==> src/rtl/traffic_light_monitor_pkg.sv <==
// Shared encodings, violation codes and config field helpers for the
// traffic-light monitor.
package traffic_light_pkg;

    typedef enum logic {ST_UNSYNC, ST_TRACK} mon_state_e;

    localparam int DUR_W = 6;
    localparam int CNT_W = 7;
    localparam int CFG_W = 18;

    localparam logic [2:0] LIGHT_RED    = 3'b100;
    localparam logic [2:0] LIGHT_YELLOW = 3'b010;
    localparam logic [2:0] LIGHT_GREEN  = 3'b001;

    localparam logic [2:0] VC_NONE         = 3'd0;
    localparam logic [2:0] VC_ILLEGAL_ENC  = 3'd1;
    localparam logic [2:0] VC_BAD_ORDER    = 3'd2;
    localparam logic [2:0] VC_DWELL_SHORT  = 3'd3;
    localparam logic [2:0] VC_DWELL_LONG   = 3'd4;
    localparam logic [2:0] VC_PAUSE_CHANGE = 3'd5;

    localparam int CFG_RED_LSB    = 12;
    localparam int CFG_YELLOW_LSB = 6;
    localparam int CFG_GREEN_LSB  = 0;

    function automatic logic is_legal(input logic [2:0] l);
        return (l == LIGHT_RED) || (l == LIGHT_YELLOW) || (l == LIGHT_GREEN);
    endfunction

    function automatic logic [2:0] next_light(input logic [2:0] l);
        case (l)
            LIGHT_RED:    return LIGHT_GREEN;
            LIGHT_GREEN:  return LIGHT_YELLOW;
            LIGHT_YELLOW: return LIGHT_RED;
            default:      return 3'b000;
        endcase
    endfunction

    function automatic logic [DUR_W-1:0] cfg_field(input logic [2:0] l,
                                                   input logic [CFG_W-1:0] cfg);
        case (l)
            LIGHT_RED:    return cfg[CFG_RED_LSB    +: DUR_W];
            LIGHT_YELLOW: return cfg[CFG_YELLOW_LSB +: DUR_W];
            LIGHT_GREEN:  return cfg[CFG_GREEN_LSB  +: DUR_W];
            default:      return '0;
        endcase
    endfunction

endpackage

==> src/rtl/traffic_light_monitor_if.sv <==
// Controller-side light bus as observed by the monitor; the monitor only
// ever connects through the slave modport.
interface traffic_light_monitor_if;
    import traffic_light_pkg::*;

    logic [2:0]       light;
    logic             enable;
    logic             error_status;
    logic [CFG_W-1:0] timer_config;

    modport master (output light, enable, error_status, timer_config);
    modport slave  (input  light, enable, error_status, timer_config);
endinterface

==> src/rtl/traffic_light_monitor_dwell_counter.sv <==
// Per-state dwell counter: clear, load-to-one with expected dwell latch,
// saturating increment, and comparisons against the expected dwell.
module traffic_dwell_counter
    import traffic_light_pkg::*;
(
    input  logic             i_clk,
    input  logic             i_reset,
    input  logic             i_clr,
    input  logic             i_load,
    input  logic             i_inc,
    input  logic [DUR_W-1:0] i_exp_load,
    output logic [CNT_W-1:0] o_cnt,
    output logic             o_short,
    output logic             o_at_limit
);
    logic [CNT_W-1:0] r_cnt;
    logic [DUR_W-1:0] r_exp;
    logic [CNT_W-1:0] w_exp_ext;

    always_ff @(posedge i_clk) begin
        if (i_reset) begin
            r_cnt <= '0;
            r_exp <= '0;
        end else if (i_clr) begin
            r_cnt <= '0;
        end else if (i_load) begin
            r_cnt <= CNT_W'(1);
            r_exp <= i_exp_load;
        end else if (i_inc && (r_cnt != {CNT_W{1'b1}})) begin
            r_cnt <= r_cnt + CNT_W'(1);
        end
    end

    assign w_exp_ext  = {1'b0, r_exp};
    assign o_cnt      = r_cnt;
    assign o_short    = (r_cnt < w_exp_ext);
    // Equality means one more enabled cycle would exceed the programmed dwell.
    assign o_at_limit = (r_cnt == w_exp_ext);
endmodule

==> src/rtl/traffic_light_monitor.sv <==
// Passive checker of the traffic-light controller output: encoding, order
// and dwell timing, with sticky first-violation code and clean-loop count.
module traffic_light_monitor
    import traffic_light_pkg::*;
(
    input  logic                  i_clk,
    input  logic                  i_reset,
    input  logic                  i_clear,
    traffic_light_monitor_if.slave tl,
    output logic                  o_in_sync,
    output logic                  o_violation,
    output logic [2:0]            o_violation_code,
    output logic                  o_dwell_valid,
    output logic [CNT_W-1:0]      o_measured_dwell,
    output logic [15:0]           o_pass_count
);
    mon_state_e       r_state, w_state_n;
    logic [2:0]       r_prev_light;
    logic             r_loop_ok, w_loop_ok_n;
    logic             r_visit_ok, w_visit_ok_n;
    logic             w_cnt_clr, w_cnt_load, w_cnt_inc;
    logic [2:0]       w_code;
    logic             w_viol, w_dv, w_pass_inc;
    logic             w_legal, w_changed, w_short, w_at_limit;
    logic [CNT_W-1:0] w_cnt;

    assign w_legal   = is_legal(tl.light);
    assign w_changed = (tl.light != r_prev_light);

    traffic_dwell_counter u_dwell (
        .i_clk      (i_clk),
        .i_reset    (i_reset),
        .i_clr      (w_cnt_clr),
        .i_load     (w_cnt_load),
        .i_inc      (w_cnt_inc),
        .i_exp_load (cfg_field(tl.light, tl.timer_config)),
        .o_cnt      (w_cnt),
        .o_short    (w_short),
        .o_at_limit (w_at_limit)
    );

    always_comb begin
        w_state_n    = r_state;
        w_cnt_clr    = 1'b0;
        w_cnt_load   = 1'b0;
        w_cnt_inc    = 1'b0;
        w_code       = VC_NONE;
        w_dv         = 1'b0;
        w_loop_ok_n  = r_loop_ok;
        w_visit_ok_n = r_visit_ok;
        w_pass_inc   = 1'b0;
        if (tl.error_status) begin
            w_state_n   = ST_UNSYNC;
            w_cnt_clr   = 1'b1;
            w_loop_ok_n = 1'b0;
        end else begin
            unique case (r_state)
                ST_UNSYNC: begin
                    // Entry is mid-loop, so the state just entered never counts as clean.
                    if (w_legal && w_changed) begin
                        w_state_n    = ST_TRACK;
                        w_cnt_load   = 1'b1;
                        w_visit_ok_n = 1'b0;
                    end
                end
                ST_TRACK: begin
                    if (!w_legal) begin
                        w_code    = VC_ILLEGAL_ENC;
                        w_dv      = 1'b1;
                        w_state_n = ST_UNSYNC;
                        w_cnt_clr = 1'b1;
                    end else if (w_changed) begin
                        w_dv       = 1'b1;
                        w_cnt_load = 1'b1;
                        if (!tl.enable)
                            w_code = VC_PAUSE_CHANGE;
                        else if (next_light(r_prev_light) != tl.light)
                            w_code = VC_BAD_ORDER;
                        else if (w_short)
                            w_code = VC_DWELL_SHORT;
                        if (w_code == VC_NONE) begin
                            if (r_prev_light == LIGHT_RED && tl.light == LIGHT_GREEN)
                                w_loop_ok_n = r_visit_ok;
                            if (r_prev_light == LIGHT_YELLOW && tl.light == LIGHT_RED && r_loop_ok)
                                w_pass_inc = 1'b1;
                        end
                        w_visit_ok_n = (w_code == VC_NONE);
                    end else if (tl.enable) begin
                        w_cnt_inc = 1'b1;
                        if (w_at_limit) begin
                            w_code       = VC_DWELL_LONG;
                            w_visit_ok_n = 1'b0;
                        end
                    end
                end
                default: w_state_n = ST_UNSYNC;
            endcase
        end
        w_viol = (w_code != VC_NONE);
        if (w_viol)
            w_loop_ok_n = 1'b0;
    end

    always_ff @(posedge i_clk) begin
        if (i_reset) begin
            r_state          <= ST_UNSYNC;
            r_prev_light     <= tl.light;
            r_loop_ok        <= 1'b0;
            r_visit_ok       <= 1'b0;
            o_violation      <= 1'b0;
            o_violation_code <= VC_NONE;
            o_dwell_valid    <= 1'b0;
            o_measured_dwell <= '0;
            o_pass_count     <= '0;
        end else begin
            r_state       <= w_state_n;
            r_prev_light  <= tl.light;
            r_loop_ok     <= w_loop_ok_n;
            r_visit_ok    <= w_visit_ok_n;
            o_violation   <= w_viol;
            o_dwell_valid <= w_dv;
            if (w_dv)
                o_measured_dwell <= w_cnt;
            // Clear beats a same-cycle violation or loop completion.
            if (i_clear) begin
                o_violation_code <= VC_NONE;
                o_pass_count     <= '0;
            end else begin
                if (w_viol && o_violation_code == VC_NONE)
                    o_violation_code <= w_code;
                if (w_pass_inc && o_pass_count != 16'hFFFF)
                    o_pass_count <= o_pass_count + 16'd1;
            end
        end
    end

    assign o_in_sync = (r_state == ST_TRACK);
endmodule

==> src/flat_wrapper.sv <==
// flat-port wrapper written by rule: the top's interface ports become plain ports
module traffic_light_monitor_flat import traffic_light_pkg::*;
  (i_clk, i_reset, i_clear, o_in_sync, o_violation, o_violation_code, o_dwell_valid, o_measured_dwell, o_pass_count, tl_light, tl_enable, tl_error_status, tl_timer_config);
  traffic_light_monitor_if tl_i ();
  input  logic i_clk;
  input  logic i_reset;
  input  logic i_clear;
  output logic o_in_sync;
  output logic o_violation;
  output logic [2:0] o_violation_code;
  output logic o_dwell_valid;
  output logic [CNT_W-1:0] o_measured_dwell;
  output logic [15:0] o_pass_count;
  input wire logic [$bits(tl_i.light)-1:0] tl_light;
  input wire logic [$bits(tl_i.enable)-1:0] tl_enable;
  input wire logic [$bits(tl_i.error_status)-1:0] tl_error_status;
  input wire logic [$bits(tl_i.timer_config)-1:0] tl_timer_config;
  assign tl_i.light = tl_light;
  assign tl_i.enable = tl_enable;
  assign tl_i.error_status = tl_error_status;
  assign tl_i.timer_config = tl_timer_config;
  traffic_light_monitor u_core (.i_clk(i_clk), .i_reset(i_reset), .i_clear(i_clear), .tl(tl_i), .o_in_sync(o_in_sync), .o_violation(o_violation), .o_violation_code(o_violation_code), .o_dwell_valid(o_dwell_valid), .o_measured_dwell(o_measured_dwell), .o_pass_count(o_pass_count));
endmodule
==> config.mk <==
export PLATFORM = sky130hd
export DESIGN_NAME = traffic_light_monitor_flat
export DESIGN_NICKNAME = d
export VERILOG_FILES = /design/src/rtl/traffic_light_monitor_pkg.sv /design/src/rtl/traffic_light_monitor_if.sv /design/src/rtl/traffic_light_monitor_dwell_counter.sv /design/src/rtl/traffic_light_monitor.sv /design/src/flat_wrapper.sv
export SDC_FILE = /design/constraint.sdc
export NUM_CORES = 1
export LEC_CHECK = 0
export CORE_MARGIN = 1.5
export CORE_UTILIZATION = 50
export DETAILED_ROUTE_END_ITERATION = 10
export PLACE_DENSITY = 0.79
export SLEW_MARGIN = 20
export SYNTH_ARGS = -nofsm -noshare
export SYNTH_HDL_FRONTEND = slang
export SYNTH_SLANG_ARGS = --single-unit
==> constraint.sdc <==
create_clock -name i_clk -period 6.4 [get_ports i_clk]
set_clock_uncertainty 0.05 [all_clocks]
set_input_delay 1.6 -clock i_clk [delete_from_list [all_inputs] [get_ports i_clk]]
set_output_delay 1.6 -clock i_clk [all_outputs]
set_load 0.02 [all_outputs]
### PDN straps and rails, run 1

Bar = 20 um. Pins as bars on the die edge.
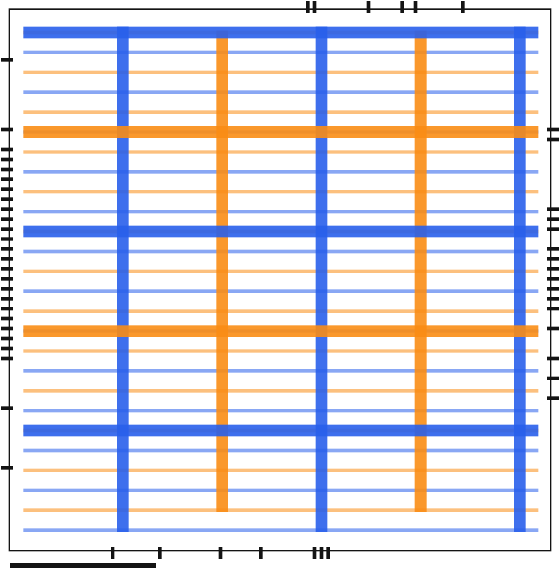
Key: VSS = blue; VDD = orange
The core has 25 rows. 5 straps on met5. 55 signal pins sit on the boundary.

### Cells coloured by class, run 1

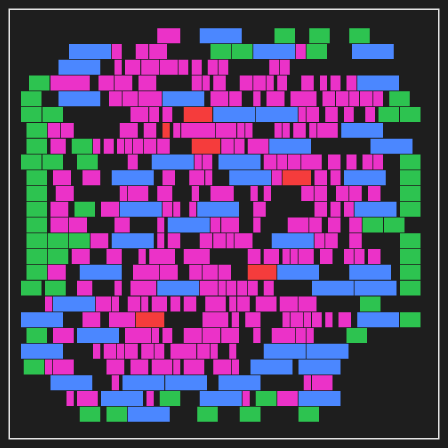
Key: remaining logic cells = magenta [cells 230]; registers = blue [cells 47]; remaining buffers and delay cells = green [cells 54]; clock drivers and dummy loads = red [cells 6]

### Clock wires, drivers and flops, run 1

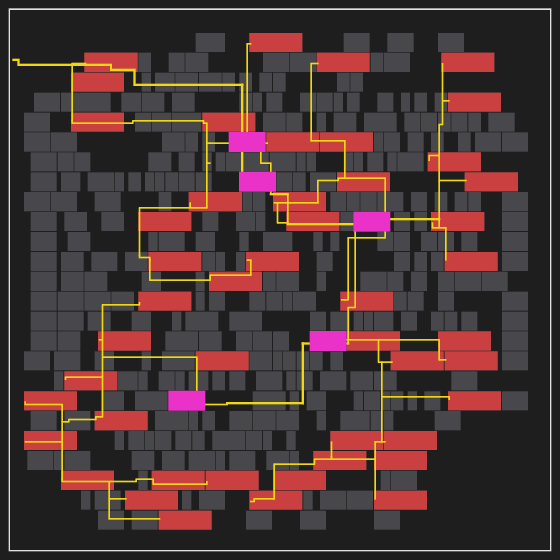
Key: flip-flops = red [count 47]; clock-net drivers = magenta [count 5]; clock wires = yellow [length 526 um]
There are 6 routed clock nets.

run 1: report_power, final:
part	switching [mW]	total [mW]	leakage (nW)	internal [mW]
registers	0.00347	0.300	0.381	0.297
clock network	0.0906	0.164	0.0371	0.0730
logic	0.0353	0.0678	0.639	0.0325
run 1: per-layer routing:
metal | vias to the layer above | GRT usage
met1 | 1114 | 0.305
met3 | 4 | 0.0384
met2 | 75 | 0.338
met5 | - | 0
met4 | 0 | 0.0556
li1 | 1164 | -
run 1: worst max-delay path, delay by kind of cell:
| family | cells | cell delay [ns] |
|---|---|---|
| and+or+nand+nor | 5 | 1.69 |
| buffers and inverters | 1 | 0.73 |
| muxes | 1 | 0.13 |
run 1: Yosys cell counts (2+ instances only):
cell      number  area, um2
o21ai_0        3       15.0
clkbuf_1       6       22.5
xor2_1         5       43.8
nand3_2        2       20.0
and4_1         2       17.5
and2_1         4       25.0
nand3_1        6       30.0
or4_1          2       15.0
nor2_1        30        113
buf_6          2       22.5
nand4_1       14       87.6
a221oi_1       5       43.8
and3_1         5       31.3
a311oi_1       2       17.5
or2_1          2       12.5
a211oi_1       5       37.5
ha_1           8        100
nand4b_1       2       17.5
nand2b_1       4       25.0
xnor2_1        4       35.0
o21ai_1       12       60.1
o41ai_1        2       17.5
nor3b_1        2       15.0
o21a_1         2       15.0
or3_1         14       87.6
buf_2          2       10.0
nand2_1       15       56.3
a41oi_1        2       17.5
dfxtp_1       47        941
mux2i_1       12        120
inv_1          8       30.0
a21oi_1       23        115
inv_2          2       7.51
nor2b_1        6       37.5
a22o_1         6       52.6
run 1: final cells by class:
class | instances | area, um2
fillers | 418 | 1650
multi-input cells | 220 | 1460
flip-flops and latches | 47 | 941
repair buffers | 54 | 541
well taps | 67 | 83.8
clock buffers | 6 | 72.6
inverters | 10 | 37.5
==> impl_metrics.yaml, run 1 <==
# generated from flow reports
route:
  num_vias: 2357
  drt-total-wl_mm: 5.65
  first_iter_violations: 116
  route.detailed.drc: 0
synth:
  synth.cellmix.simpleShare: 0.277
  synthAoiAreaFrac: 0.182
  edf_count: 0
  adder_share: 0.0399
  ys_sh_mux: 0.0524
global_route:
  antenna_found_initial: 0
  grt_pass1_wl_mm: 9.29
  first_global_vias: 2012
  grt-ovfl-total: 0
  track_usage: 0.216
sta:
  tightest_slew_ns: 0.771
  setup_ws_ns: 2.38
final_layout:
  top_register: "u_core.o_pass_count"
  layout_top_cells: "clkdlybuf4s50_1 (54), dfxtp_1 (47), nor2_1 (30)"
placement:
  dpl.hpwl_mm: 4.20
  dpl.cell_count: 398
  place.gp.congestion: 0.837
worst_setup_path:
  cp_max_fo: 17
  crit_chain: "clkdlybuf4s50_1 > nand4bb_1 > or3_4 > nor3_4 > nand2_1 > or3_1 > mux2i_1"
  rrSetupSlack_ns: 3.75
  reg2reg_from: "u_core.u_dwell.o_cnt[2]"
  cp.arrival_ns: 4.16
  slowest_stage: "clkdlybuf4s50_1"
  reg2regPathDepth: 7
floorplan:
  fp.dieW_um: 73.8
  die_height_um: 73.8
  placementRows: 25
outcome:
  outcome: "finished, final reports clean"
clock_tree:
  cts_resized: 0
  cts_tree: "done"
  clock.latency.late_pin_ns: 0.29
run:
  max_cap_viol_count: 0
power_and_ir_drop:
  p_per_area_nw_per_um2: 169
  peakVddDrop_v: 0.000120
==> run 2, diff against run 1 <==
--- a/config.mk
+++ b/config.mk
@@ -6,9 +6,9 @@
 export NUM_CORES = 1
 export LEC_CHECK = 0
 export CORE_MARGIN = 1.5
-export CORE_UTILIZATION = 50
+export CORE_UTILIZATION = 46
 export DETAILED_ROUTE_END_ITERATION = 10
-export PLACE_DENSITY = 0.79
+export PLACE_DENSITY = 0.77
 export SLEW_MARGIN = 20
 export SYNTH_ARGS = -nofsm -noshare
 export SYNTH_HDL_FRONTEND = slang
==> constraint.sdc (replaced) <==
create_clock -name i_clk -period 3.4 [get_ports i_clk]
set_clock_uncertainty 0.05 [all_clocks]
set_input_delay 0.85 -clock i_clk [delete_from_list [all_inputs] [get_ports i_clk]]
set_output_delay 0.85 -clock i_clk [all_outputs]
set_load 0.02 [all_outputs]
### Cells coloured by class, run 2

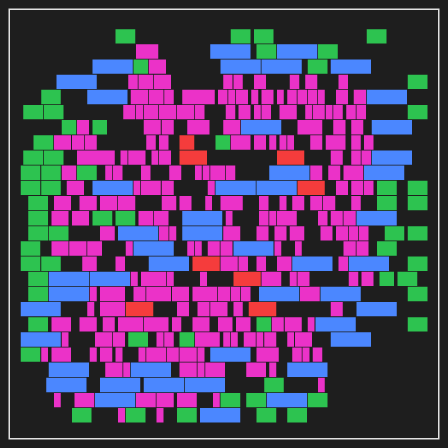
Key: remaining buffers and delay cells = green [cells 61]; clock drivers and dummy loads = red [cells 8]; registers = blue [cells 47]; remaining logic cells = magenta [cells 230]

### Clock wires, drivers and flops, run 2

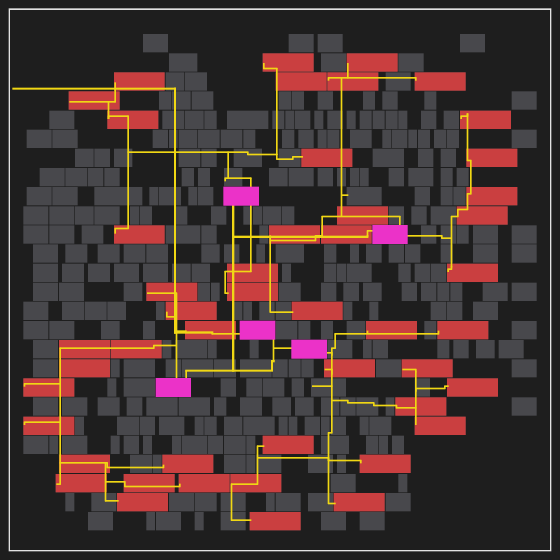
Key: flip-flops = red [count 47]; clock-net drivers = magenta [count 5]; clock wires = yellow [length 567 um]
Position of the flops: spread over the die. There are 6 routed clock nets.

==> run 2 against run 1 <==
Flip-flop count stayed put; register-to-register slack worse by 3.0 ns; sequential power is 88% higher; final cell count is 3.0% higher; area after synthesis stayed put; critical endpoint unchanged.
==> impl_metrics.yaml, run 2 <==
# generated from flow reports
power_and_ir_drop:
  p_int_mw: 0.809
  pg_comb_mw: 0.133
  top_power_group: "sequential cells"
  p_seq_frac: 0.526
  p_sw_mw: 0.265
  swShare: 0.247
  pg_seq_mw: 0.565
  pwr-share-clk: 0.350
  combPwrFrac: 0.124
  peakVddDrop_v: 0.000217
  p_per_area_nw_per_um2: 333
  pg_clk_mw: 0.376
global_route:
  first_global_vias: 2065
  grt-ovfl-total: 0
  antenna_found_initial: 0
  grt_pass1_wl_mm: 9.64
  track_usage: 0.198
placement:
  dpl.hpwl_mm: 4.32
  io_buffers: 54
  place.gp.congestion: 0.844
final_layout:
  layout_top_cell: "clkdlybuf4s50_1"
  layout_top_cells: "clkdlybuf4s50_1 (54), dfxtp_1 (47), nor2_1 (30)"
  top_register: "u_core.o_pass_count"
floorplan:
  fp.dieW_um: 76.8
  fp_util: 0.485
  placementRows: 26
  die_height_um: 76.8
  die-area_um2: 5900
synth:
  ys_cells: 289
  common_cells: "dfxtp_1 (47), nor2_1 (30), a21oi_1 (23), nand2_1 (15)"
  most_common_cell: "dfxtp_1"
  synthAoiAreaFrac: 0.182
  synth.cellmix.simpleShare: 0.277
  yosysTopAreaCellShare: 0.375
  largest_area_cell: "dfxtp_1"
  ys_sh_mux: 0.0524
  yosysWarnings: 0
  avgSynthCellArea_um2: 8.67
  adder_share: 0.0399
  synthTopCellsByArea: "dfxtp_1 (38%), mux2i_1 (4.8%), a21oi_1 (4.6%)"
  edf_count: 0
route:
  firstDrtPassIters: 4
  drt-vias-per-instance: 5.69
  route.detailed.drc: 0
  drt-total-wl_mm: 5.87
  num_vias: 2365
  first_iter_violations: 152
sta:
  setup_tns_ns: 0
  setup_viol: 0
  slew-limit-headroom: 0.587
  tightest_slew_ns: 0.612
worst_setup_path:
  cp-start-kind: "input pin"
  cp_max_fo: 24
  crit_chain: "clkdlybuf4s50_1 > buf_4 > nor3b_4 > nand2_1 > a21o_1 > or3_1 > mux2i_1"
  slowest_stage: "or3_1"
  cp.arrival_ns: 2.95
clock_tree:
  clockBufferDepth: 2
  cts_resized: 0
  cts_tree: "done"
  clock.latency.late_pin_ns: 0.30
outcome:
  outcome: "finished, final reports clean"
run:
  max_cap_viol_count: 0
-- run 2: netlist changes by cell type in the layout (fill, tap and decap cells not counted) --
cell / before / now
buf_4: 0 / 7
clkinvlp_4: 0 / 1
clkbuf_8: 5 / 7
clkbuf_1: 1 / 0
-- run 2: metal layers --
layer  part of all wire  vias up  GRT usage  routed length, um
met5                  0        -          0                  0
met2               0.48       66      0.335               2810
li1                   -     1182          -                  -
met4              0.010        0     0.0519                 59
met3              0.045        5     0.0369                264
met1               0.47     1112      0.258               2740
-- run 2: worst max-delay path: cells and delay by family --
kind | cells | cell delay [ns]
compound gates | 1 | 0.39
simple gates | 3 | 0.97
buf+inv | 2 | 0.60
mux | 1 | 0.13
-- run 2: through the flow --
stage	hold slack, ns	instances	utilization	setup slack (ns)
finish	0.430	416	0.623	0.598
global route	0.466	416	0.623	0.440
CTS	0.427	416	0.623	0.605
detailed placement	0.408	408	0.603	0.286
global placement	0.411	408	0.603	0.334
floorplan	0.385	289	-	0.810
-- run 2: path summary, 6_finish.rpt --
path | depth (start not counted) | to | start | slack (ns)
worst max register to register | 7 | u_core.o_pass_count[10] | u_core.u_dwell.o_cnt[2] | 0.76
worst max-delay path | 7 | u_core.o_pass_count[10] | tl_light[0] | 0.60
worst min-delay path | 2 | u_core.u_dwell.r_exp[4] | u_core.u_dwell.r_exp[4] | 0.43
worst min register to register | 2 | u_core.u_dwell.r_exp[4] | u_core.u_dwell.r_exp[4] | 0.43
-- run 2: final cells by class --
cell class	count	area, um2
Inverter	10	37.5
Clock inverter	1	7.51
Fill cell	429	1950
Timing Repair Buffer	61	593
Tap cell	70	87.6
Sequential cell	47	941
Clock buffer	7	96.3
Multi-Input combinational cell	220	1460
Power is estimated from default activity; no workload was simulated.
